Figure 1. Routing congestion map (run 1).
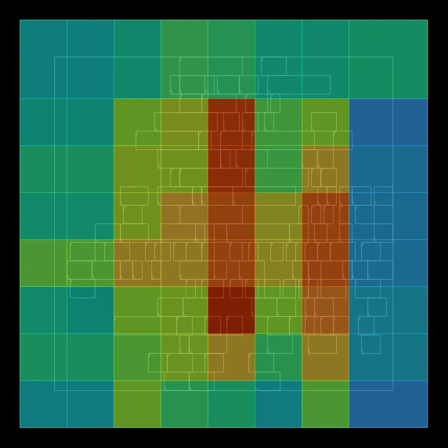
Figure 2. PDN straps and rails (run 1).
Bar = 20 µm. Pins as bars on the die edge. Tap cells in gray.
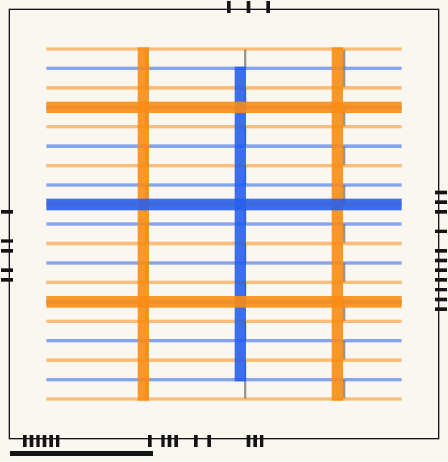
Figure 3. Where the registers sit (run 1).
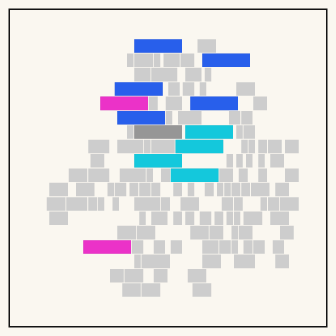
$ cat config.mk
export PLATFORM = sky130hd
export DESIGN_NAME = router_fsm_nch_flat
export DESIGN_NICKNAME = d
export VERILOG_FILES = /design/src/rtl/router_fsm_nch_pkg.sv /design/src/rtl/router_fsm_nch_if.sv /design/src/rtl/router_wait_timer.sv /design/src/rtl/router_fsm_nch.sv /design/src/flat_wrapper.sv
export SDC_FILE = /design/constraint.sdc
export NUM_CORES = 1
export LEC_CHECK = 0
export CELL_PAD_IN_SITES_DETAIL_PLACEMENT = 0
export CELL_PAD_IN_SITES_GLOBAL_PLACEMENT = 1
export CORE_MARGIN = 5
export CORE_UTILIZATION = 34
export CTS_BUF_LIST = sky130_fd_sc_hd__clkbuf_8
export DETAILED_ROUTE_END_ITERATION = 8
export HOLD_SLACK_MARGIN = 0.06
export PLACE_DENSITY = 0.95
export SETUP_SLACK_MARGIN = 0.5
export SYNTH_ARGS = -nofsm -noshare
export SYNTH_HDL_FRONTEND = slang
export SYNTH_SLANG_ARGS = --single-unit
$ cat constraint.sdc
create_clock -name clock -period 3.09 [get_ports clock]
set_input_delay 0.4635 -clock clock [delete_from_list [all_inputs] [get_ports clock]]
set_output_delay 0.4635 -clock clock [all_outputs]
set_load 0.1 [all_outputs]
$ cat src/rtl/router_fsm_nch_pkg.sv
// router_pkg: shared types and helpers for the NUM_CH packet-router controller.
//   router_state_t : 4-bit FSM state encoding
//   addr_valid()   : header address range check against the channel count
//   addr_width()   : header address field width for a channel count (min 1)
package router_pkg;

    typedef enum logic [3:0] {
        DECODE_ADDRESS     = 4'd0,
        LOAD_FIRST_DATA    = 4'd1,
        LOAD_DATA          = 4'd2,
        FIFO_FULL_STATE    = 4'd3,
        LOAD_AFTER_FULL    = 4'd4,
        LOAD_PARITY        = 4'd5,
        CHECK_PARITY_ERROR = 4'd6,
        WAIT_TILL_EMPTY    = 4'd7,
        DROP_PACKET        = 4'd8
    } router_state_t;

    function automatic logic addr_valid(input logic [31:0] a, input int unsigned num_ch);
        return (a < num_ch);
    endfunction

    function automatic int addr_width(input int num_ch);
        return (num_ch <= 1) ? 1 : $clog2(num_ch);
    endfunction

endpackage

$ cat src/rtl/router_fsm_nch_if.sv
// router_fsm_nch_if: handshake/status bundle between the router controller
// and its surroundings (input register block, channel FIFOs, synchroniser).
//   master : environment side - drives framing, data and FIFO status
//   slave  : controller side  - drives the state decodes, addr_q and timeout
interface router_fsm_nch_if
    import router_pkg::*;
#(
    parameter int NUM_CH = 3,
    parameter int ADDR_W = addr_width(NUM_CH),
    parameter int DATA_W = 8
);
    logic              pkt_valid;
    logic [DATA_W-1:0] data_in;
    logic [NUM_CH-1:0] fifo_full;
    logic [NUM_CH-1:0] fifo_empty;
    logic [NUM_CH-1:0] soft_reset;
    logic              parity_done;
    logic              low_pkt_valid;

    logic              busy;
    logic              detect_add;
    logic              lfd_state;
    logic              ld_state;
    logic              laf_state;
    logic              full_state;
    logic              write_enb_reg;
    logic              rst_int_reg;
    logic              drop_state;
    logic [ADDR_W-1:0] addr_q;
    logic              timeout;

    modport master (
        output pkt_valid, data_in, fifo_full, fifo_empty, soft_reset,
               parity_done, low_pkt_valid,
        input  busy, detect_add, lfd_state, ld_state, laf_state, full_state,
               write_enb_reg, rst_int_reg, drop_state, addr_q, timeout
    );

    modport slave (
        input  pkt_valid, data_in, fifo_full, fifo_empty, soft_reset,
               parity_done, low_pkt_valid,
        output busy, detect_add, lfd_state, ld_state, laf_state, full_state,
               write_enb_reg, rst_int_reg, drop_state, addr_q, timeout
    );
endinterface

$ cat src/rtl/router_wait_timer.sv
// router_wait_timer: bounded cycle counter for the wait-for-empty state.
//   clock, reset_n : clock / async active-low reset
//   clear_i        : force the count to zero (held while not waiting)
//   enable_i       : count this cycle; saturates at WAIT_MAX-1
//   expired_o      : enabled and the count has reached WAIT_MAX-1
// WAIT_MAX = 0 disables expiry entirely.
module router_wait_timer #(
    parameter int WAIT_MAX = 16
) (
    input  logic clock,
    input  logic reset_n,
    input  logic clear_i,
    input  logic enable_i,
    output logic expired_o
);
    localparam int CNT_W = (WAIT_MAX == 0) ? 1 : $clog2(WAIT_MAX + 1);
    localparam logic [CNT_W-1:0] CNT_LAST = (WAIT_MAX == 0) ? '0 : CNT_W'(WAIT_MAX - 1);

    logic [CNT_W-1:0] wait_cnt_q, wait_cnt_d;

    always_comb begin
        wait_cnt_d = wait_cnt_q;
        if (clear_i)
            wait_cnt_d = '0;
        else if (enable_i && (wait_cnt_q != CNT_LAST))
            wait_cnt_d = wait_cnt_q + CNT_W'(1);
    end

    always_ff @(posedge clock or negedge reset_n) begin
        if (!reset_n) wait_cnt_q <= '0;
        else          wait_cnt_q <= wait_cnt_d;
    end

    assign expired_o = (WAIT_MAX != 0) && enable_i && (wait_cnt_q == CNT_LAST);

endmodule

$ cat src/rtl/router_fsm_nch.sv
// router_fsm_nch: packet-router control FSM for NUM_CH output channels.
// Decodes the destination from the header byte, sequences header/payload/
// parity loads into the selected FIFO, drops packets to invalid channels and
// gives up waiting on a non-empty FIFO after WAIT_MAX cycles.
//   clock, reset_n : clock / async active-low reset
//   bus (slave)    : pkt_valid, data_in, per-channel fifo_full/fifo_empty/
//                    soft_reset, parity_done, low_pkt_valid in;
//                    Moore state decodes, addr_q and timeout pulse out
module router_fsm_nch
    import router_pkg::*;
#(
    parameter int NUM_CH   = 3,
    parameter int ADDR_W   = addr_width(NUM_CH),
    parameter int DATA_W   = 8,
    parameter int WAIT_MAX = 16
) (
    input  logic            clock,
    input  logic            reset_n,
    router_fsm_nch_if.slave bus
);
    router_state_t     state_q, state_d;
    logic [ADDR_W-1:0] addr_q, addr_d;
    logic              timeout_q, timeout_d;

    logic [ADDR_W-1:0] hdr_a;
    logic              hdr_ok;
    logic              empty_hdr;
    logic              full_sel, empty_sel, srst_sel;
    logic              wait_expired;

    assign hdr_a  = bus.data_in[ADDR_W-1:0];
    assign hdr_ok = addr_valid(32'(hdr_a), NUM_CH);

    // Channel selects as explicit muxes: addr_q may hold an out-of-range
    // address after a dropped header, which must read as all-zero status.
    always_comb begin
        empty_hdr = 1'b0;
        full_sel  = 1'b0;
        empty_sel = 1'b0;
        srst_sel  = 1'b0;
        for (int i = 0; i < NUM_CH; i++) begin
            if (hdr_a == ADDR_W'(i)) empty_hdr = bus.fifo_empty[i];
            if (addr_q == ADDR_W'(i)) begin
                full_sel  = bus.fifo_full[i];
                empty_sel = bus.fifo_empty[i];
                srst_sel  = bus.soft_reset[i];
            end
        end
    end

    router_wait_timer #(.WAIT_MAX(WAIT_MAX)) u_wait_timer (
        .clock     (clock),
        .reset_n   (reset_n),
        .clear_i   (state_q != WAIT_TILL_EMPTY),
        .enable_i  (state_q == WAIT_TILL_EMPTY),
        .expired_o (wait_expired)
    );

    always_comb begin
        state_d = state_q;
        addr_d  = addr_q;
        case (state_q)
            DECODE_ADDRESS: begin
                if (bus.pkt_valid) begin
                    addr_d = hdr_a;
                    if (!hdr_ok)        state_d = DROP_PACKET;
                    else if (empty_hdr) state_d = LOAD_FIRST_DATA;
                    else                state_d = WAIT_TILL_EMPTY;
                end
            end
            LOAD_FIRST_DATA: state_d = LOAD_DATA;
            LOAD_DATA: begin
                if (full_sel)           state_d = FIFO_FULL_STATE;
                else if (!bus.pkt_valid) state_d = LOAD_PARITY;
            end
            FIFO_FULL_STATE: begin
                if (!full_sel) state_d = LOAD_AFTER_FULL;
            end
            LOAD_AFTER_FULL: begin
                if (bus.parity_done)        state_d = DECODE_ADDRESS;
                else if (bus.low_pkt_valid) state_d = LOAD_PARITY;
                else                        state_d = LOAD_DATA;
            end
            LOAD_PARITY: state_d = CHECK_PARITY_ERROR;
            CHECK_PARITY_ERROR: begin
                state_d = full_sel ? FIFO_FULL_STATE : DECODE_ADDRESS;
            end
            WAIT_TILL_EMPTY: begin
                // Empty is checked first so it wins over a same-cycle expiry.
                if (empty_sel)         state_d = LOAD_FIRST_DATA;
                else if (wait_expired) state_d = DROP_PACKET;
            end
            DROP_PACKET: begin
                if (!bus.pkt_valid) state_d = DECODE_ADDRESS;
            end
            default: state_d = DECODE_ADDRESS;
        endcase

        // Soft reset of the owning channel aborts any in-flight packet.
        if ((state_q != DECODE_ADDRESS) && srst_sel)
            state_d = DECODE_ADDRESS;

        timeout_d = (state_q == WAIT_TILL_EMPTY) && (state_d == DROP_PACKET);
    end

    always_ff @(posedge clock or negedge reset_n) begin
        if (!reset_n) begin
            state_q   <= DECODE_ADDRESS;
            addr_q    <= '0;
            timeout_q <= 1'b0;
        end else begin
            state_q   <= state_d;
            addr_q    <= addr_d;
            timeout_q <= timeout_d;
        end
    end

    assign bus.detect_add    = (state_q == DECODE_ADDRESS);
    assign bus.lfd_state     = (state_q == LOAD_FIRST_DATA);
    assign bus.ld_state      = (state_q == LOAD_DATA);
    assign bus.full_state    = (state_q == FIFO_FULL_STATE);
    assign bus.laf_state     = (state_q == LOAD_AFTER_FULL);
    assign bus.rst_int_reg   = (state_q == CHECK_PARITY_ERROR);
    assign bus.drop_state    = (state_q == DROP_PACKET);
    assign bus.write_enb_reg = (state_q == LOAD_FIRST_DATA) || (state_q == LOAD_DATA) ||
                               (state_q == LOAD_AFTER_FULL) || (state_q == LOAD_PARITY);
    assign bus.busy          = !((state_q == DECODE_ADDRESS) || (state_q == LOAD_DATA) ||
                                 (state_q == DROP_PACKET));
    assign bus.addr_q        = addr_q;
    assign bus.timeout       = timeout_q;

endmodule

$ cat src/flat_wrapper.sv
// flat-port wrapper written by rule: the top's interface ports become plain ports
module router_fsm_nch_flat import router_pkg::*;
#(
    parameter int NUM_CH   = 3,
    parameter int ADDR_W   = addr_width(NUM_CH),
    parameter int DATA_W   = 8,
    parameter int WAIT_MAX = 16
)
  (clock, reset_n, bus_pkt_valid, bus_data_in, bus_fifo_full, bus_fifo_empty, bus_soft_reset, bus_parity_done, bus_low_pkt_valid, bus_busy, bus_detect_add, bus_lfd_state, bus_ld_state, bus_laf_state, bus_full_state, bus_write_enb_reg, bus_rst_int_reg, bus_drop_state, bus_addr_q, bus_timeout);
  router_fsm_nch_if #(.NUM_CH(NUM_CH), .ADDR_W(ADDR_W), .DATA_W(DATA_W)) bus_i ();
  input  logic clock;
  input  logic reset_n;
  input wire logic [$bits(bus_i.pkt_valid)-1:0] bus_pkt_valid;
  input wire logic [$bits(bus_i.data_in)-1:0] bus_data_in;
  input wire logic [$bits(bus_i.fifo_full)-1:0] bus_fifo_full;
  input wire logic [$bits(bus_i.fifo_empty)-1:0] bus_fifo_empty;
  input wire logic [$bits(bus_i.soft_reset)-1:0] bus_soft_reset;
  input wire logic [$bits(bus_i.parity_done)-1:0] bus_parity_done;
  input wire logic [$bits(bus_i.low_pkt_valid)-1:0] bus_low_pkt_valid;
  output wire logic [$bits(bus_i.busy)-1:0] bus_busy;
  output wire logic [$bits(bus_i.detect_add)-1:0] bus_detect_add;
  output wire logic [$bits(bus_i.lfd_state)-1:0] bus_lfd_state;
  output wire logic [$bits(bus_i.ld_state)-1:0] bus_ld_state;
  output wire logic [$bits(bus_i.laf_state)-1:0] bus_laf_state;
  output wire logic [$bits(bus_i.full_state)-1:0] bus_full_state;
  output wire logic [$bits(bus_i.write_enb_reg)-1:0] bus_write_enb_reg;
  output wire logic [$bits(bus_i.rst_int_reg)-1:0] bus_rst_int_reg;
  output wire logic [$bits(bus_i.drop_state)-1:0] bus_drop_state;
  output wire logic [$bits(bus_i.addr_q)-1:0] bus_addr_q;
  output wire logic [$bits(bus_i.timeout)-1:0] bus_timeout;
  assign bus_i.pkt_valid = bus_pkt_valid;
  assign bus_i.data_in = bus_data_in;
  assign bus_i.fifo_full = bus_fifo_full;
  assign bus_i.fifo_empty = bus_fifo_empty;
  assign bus_i.soft_reset = bus_soft_reset;
  assign bus_i.parity_done = bus_parity_done;
  assign bus_i.low_pkt_valid = bus_low_pkt_valid;
  assign bus_busy = bus_i.busy;
  assign bus_detect_add = bus_i.detect_add;
  assign bus_lfd_state = bus_i.lfd_state;
  assign bus_ld_state = bus_i.ld_state;
  assign bus_laf_state = bus_i.laf_state;
  assign bus_full_state = bus_i.full_state;
  assign bus_write_enb_reg = bus_i.write_enb_reg;
  assign bus_rst_int_reg = bus_i.rst_int_reg;
  assign bus_drop_state = bus_i.drop_state;
  assign bus_addr_q = bus_i.addr_q;
  assign bus_timeout = bus_i.timeout;
  router_fsm_nch #(.NUM_CH(NUM_CH), .ADDR_W(ADDR_W), .DATA_W(DATA_W), .WAIT_MAX(WAIT_MAX)) u_core (.clock(clock), .reset_n(reset_n), .bus(bus_i));
endmodule
==> run summary, run 1 <==
Met3 WL - 149 µm
Hold buffers post-CTS - 0
Outcome - completed
#MultiIn Comb - 83
Port bufs - 27
Initial antenna violation count - 0
Number of tapcells - 30
Signal buffers - 27
Syn Area/Cell - 8.20 µm²
Die Wd - 59.8 µm
Post-synth EDFFs - 0
Most frequent cells in the layout - 15 x nor2_1, 15 x clkdlybuf4s50_1, 12 x buf_4, 12 x dfrtp_1, 11 x nand2_1
Die area - 3580 µm²
Post-CTS resize count - 0
Layout Skew - 0.00273 ns
Total gr overflow - 0
Pins Over Slew Limit - 0
Max Used Layer - met4
Post-synth area hogs - dfrtp_1 36%, nor2_1 7.6%, nand2_1 4.9%
Critical Path Slowest Stage Cell - dfrtp_1
-- Figure 1 (at the start) --
Top Usage Layer GRT: met2
GR Layer Usage met1: 14.4%
global routing usage on met3: 2.59%
Final Util: 47.6%

-- Figure 2 (at the start) --
[VSS] orange
[VDD] blue
rows: 18
met4 straps: 3
signal pins: 34
tap cells: 30

-- Figure 3 (at the start) --
[u_core.bus.addr_q] magenta | sequential cells: 2
[u_core.u_wait_timer.wait_cnt_q] blue | sequential cells: 5 | where: top center
[u_core.state_q] cyan | sequential cells: 4 | where: center
flop share of the area: 25.9%
seq pwr: 0.273 mW
register area: 300 µm²

run 1: tightest hold or removal path: stages (launching register included):
cell,delay (ns)
dfrtp_1,0.34
a21oi_1,0.07
nor2_1,0.07
run 1: metrics by stage:
| stage | setup WS, ns | cell area [µm²] | setup TNS, ns |
|---|---|---|---|
| 2_1_floorplan | -0.0527 | 860 | -0.0978 |
| 3_3_place_gp | 1.12 | 1100 | 0 |
| 3_5_place_dp | 1.06 | 1100 | 0 |
| 4_1_cts | 1.00 | 1160 | 0 |
| 5_1_grt | 0.933 | 1160 | 0 |
| 6_report | 1.01 | 1160 | 0 |
run 1: final timing paths:
kind	startpoint	to	slack, ns	cells past startpoint
min in group asynchronous	reset_n	u_core.u_wait_timer.wait_cnt_q[3]	0.57	1
setup / recovery	u_core.state_q[2]	bus_detect_add	1.01	3
hold reg to reg	u_core.u_wait_timer.wait_cnt_q[4]	u_core.u_wait_timer.wait_cnt_q[4]	0.52	2
setup reg to reg	u_core.state_q[0]	u_core.bus.addr_q[1]	1.33	4
hold / removal	u_core.u_wait_timer.wait_cnt_q[4]	u_core.u_wait_timer.wait_cnt_q[4]	0.52	2
max in group asynchronous	reset_n	u_core.bus.timeout	2.16	1
run 1: power groups by stage:
stage | Sequential (mW) | Clock [mW] | Combinational (mW)
2_1_floorplan | 0.311 | 0 | 0.641
3_3_place_gp | 0.271 | 0 | 0.830
3_5_place_dp | 0.272 | 0 | 0.841
4_1_cts | 0.270 | 0.172 | 0.843
5_1_grt | 0.278 | 0.179 | 0.887
6_report | 0.273 | 0.171 | 0.836
run 1: logic make-up after synthesis:
family,count (synthesis),synth area share (%)
adders and majority gates,2,2.96
buffers and inverters,8,4.89
AOI/OAI and AO/OA,17,13.0
and+or+nand+nor,54,31.7
DFF,12,35.6
muxes,7,8.74
xor gates and xnor gates,3,3.11
Figure 4. Close-up of the layout (run 1).
Window x 32 to 57, y 2 to 27 µm. Cells in gray, sequential cells in the stronger gray; small squares are vias.
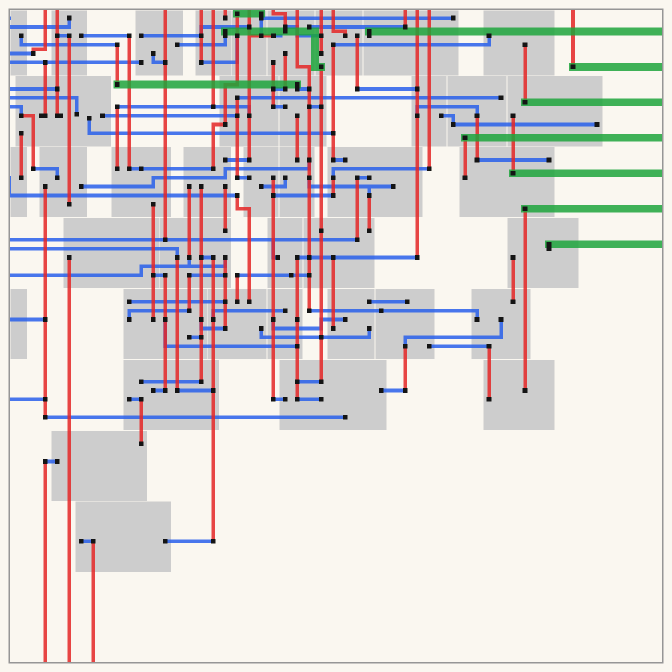

==> inputs of run 2 (changes only) <==
- CORE_UTILIZATION: 34 -> 28
- PLACE_DENSITY: 0.95 -> 0.86
- clock period: 3.09 -> 1.9 ns (I/O delays scaled with it)
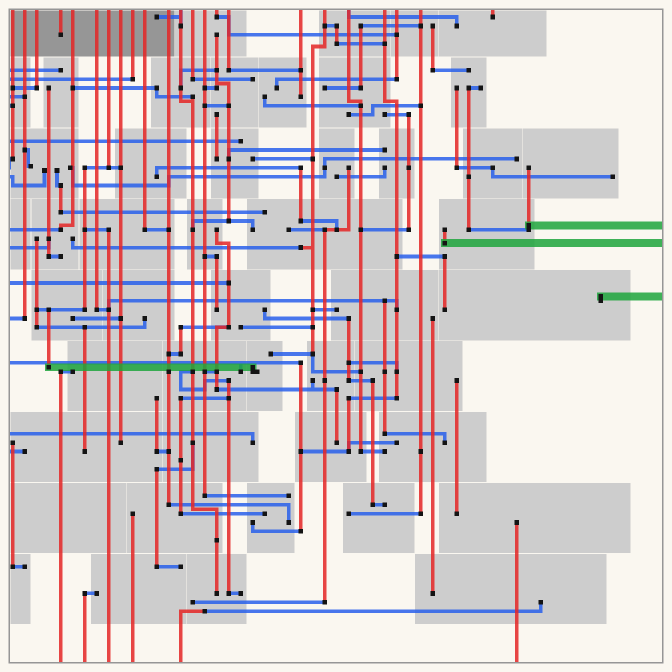
Figure 5: run 2, close-up of the layout.
Window x 36 to 61, y 4 to 29 µm. Cells in gray, sequential cells in the stronger gray; small squares are vias.
[M3] green
[M1] blue
[M2] red
cells with their middle in the window: 45
netlist names of flops here include: u_core.state_q (1)
sequential cells in the window: 1
most frequent: buf_4 (7), clkdlybuf4s50_1 (6), o21ai_0 (5)

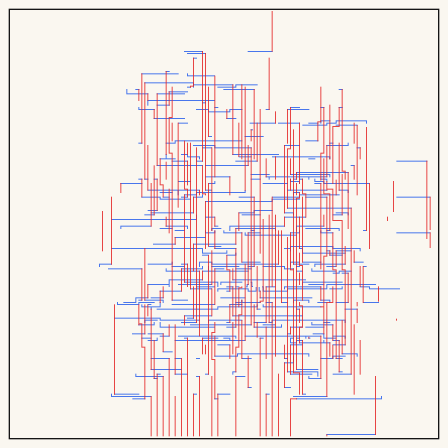
Figure 6: run 2, routed metal, one color a layer.
Only two layers are drawn.
[M1] blue | wire length: 1050 µm
[M2] red | wire length: 1580 µm
GRT Overall Usage: 13.1%
drt wl/cell: 14.7 µm
Total Wirelength: 2730 µm
Vias: 937

==> run 2 against run 1 <==
Effect of this change: critical path depth unchanged; clock-buffer cell count unchanged; utilization up 8.8 points; area after synthesis unchanged; power up 130%; wire length up 31%; setup slack worse by 0.86 ns; register-to-register slack worse by 1.0 ns; sequential share of layout area down 7.5 points; combinational power rose to 2.6 times the previous value; synthesized cell count unchanged; sequential power up about 60%; critical path type unchanged; largest cell class unchanged; largest power group unchanged.
==> run summary, run 2 <==
Die area - 4210 µm²
Syn Area/Cell - 8.20 µm²
Initial antenna violation count - 0
Most frequent cells after synthesis - 17 x nor2_1, 12 x dfrtp_1, 11 x nand2_1
R2R Setup Slk - 0.30 ns
First DRT Iteration DRCs - 20
WP buf/inv - 1
Final Util - 56.4%
Max-cap violations - 0
Max reg flops - 5
Latest clock arrival within the worst-skew pair - 0.24 ns
Synth area leader - dfrtp_1
Fin Setup TNS - 0 ns
Crit Path Category - reg2out
Most common cell in the synthesized netlist - nor2_1
Critical path capture point type - primary output
Power per cell area - 1720 nW/µm²
Pin count of the biggest net entering global routing - 13
Worst stage delay on the critical path - 0.44 ns
Clock sink count - 12
Gate count of the mapped netlist - 103
CP Depth - 3
Critical Path Slowest Stage Cell - or3_4
Post-synth EDFFs - 0
Post-synth area hogs - dfrtp_1 36%, nor2_1 7.6%, nand2_1 4.9%
Outcome - completed
Ys cells - 103
Total gr overflow - 0
Reg-to-reg endpoint - u_core.state_q[3]
Worst setup endpoint - bus_write_enb_reg
Layout Skew - 0.00166 ns
R2R cell count - 5
Worst R2R Start - u_core.state_q[1]
Largest regs - u_core.u_wait_timer.wait_cnt_q x5, u_core.state_q x4, u_core.bus.addr_q x2
Hold buffers post-CTS - 0
Seq share, synth - 35.6%
Rows - 20
Post-CTS resize count - 16
Fmax - 569 MHz
Worst Setup SP - u_core.state_q[1]
Tally of OpenROAD warnings - 35
First-pass iteration count of the detailed router - 4
Root buffer cell - clkbuf_8
Pwr Total - 2.88 mW
Min Tclk post-route - 1.76 ns
Sequential Power Share - 15.2%
Pins Over Slew Limit - 0
Most frequent cells in the layout - 20 x buf_4, 15 x clkdlybuf4s50_1, 12 x nor2_1
Port bufs - 27
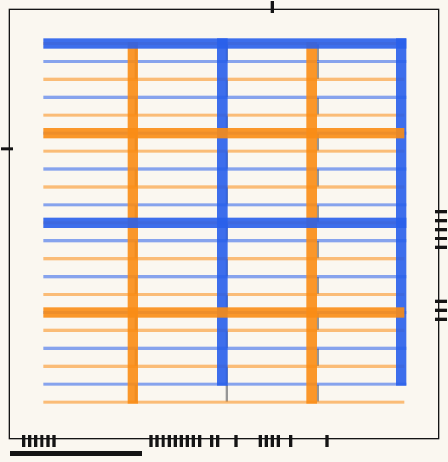
Figure 7: run 2, PDN straps and rails.
Bar = 20 µm. Pins as bars on the die edge. Tap cells in gray.
[VSS] orange
[VDD] blue
met5 straps: 4
rows: 20
tap cells: 33
signal pins: 34
met1 rails: 21
Die Wd: 64.9 µm
maximum vdd drop: 0.000884 V
Core ar.: 2980 µm²
Die Y: 64.9 µm

-- run 2: cell counts after synthesis --
Identical to the previous run, type by type.
-- run 2: metrics by stage --
stage / setup slack, ns / instance area [µm²]
6_report: 0.142 / 1680
5_1_grt: 0.106 / 1680
4_1_cts: 0.140 / 1590
3_5_place_dp: 0.237 / 1360
3_3_place_gp: 0.238 / 1360
2_1_floorplan: -0.117 / 982
-- run 2: logic make-up (layout without fill, tap and decap cells) --
group / Yosys count / in the layout / synth area share [%]
AOI/OAI and AO/OA: 17 / 17 / 13.0
xor gates and xnor gates: 3 / 3 / 3.11
adders and majority gates: 2 / 2 / 2.96
buffers and inverters: 8 / 57 / 4.89
DFF: 12 / 12 / 35.6
muxes: 7 / 7 / 8.74
and+or+nand+nor: 54 / 54 / 31.7
-- run 2: power by group through the flow --
stage,registers [mW],clock network [mW],logic [mW]
after global placement,0.461,0,1.78
after detailed placement,0.466,0,1.80
after floorplan,0.524,0,1.19
after global routing,0.445,0.292,2.25
after CTS,0.432,0.279,2.07
final,0.438,0.274,2.17
-- run 2: area by class of cell --
type / instances / area [µm²] / share of cell area (%)
Tap cell: 33 / 41.3 / 2.46
Multi-Input combinational cell: 83 / 698 / 41.5
Clock buffer: 4 / 55.1 / 3.28
Timing Repair Buffer: 51 / 568 / 33.8
Inverter: 2 / 7.51 / 0.447
Sequential cell: 12 / 310 / 18.5
-- run 2: metal layers --
| layer | track usage (%) | vias to the layer above | part of all wire, % | wire length [µm] |
|---|---|---|---|---|
| li1 | - | 458 | - | - |
| met3 | 2.25 | 0 | 3.4 | 94 |
| met4 | 2.90 | 0 | 0 | 0 |
| met5 | 0 | - | 0 | 0 |
| met2 | 25.5 | 17 | 58 | 1580 |
| met1 | 14.6 | 462 | 39 | 1050 |
Power is estimated from default activity; no workload was simulated.
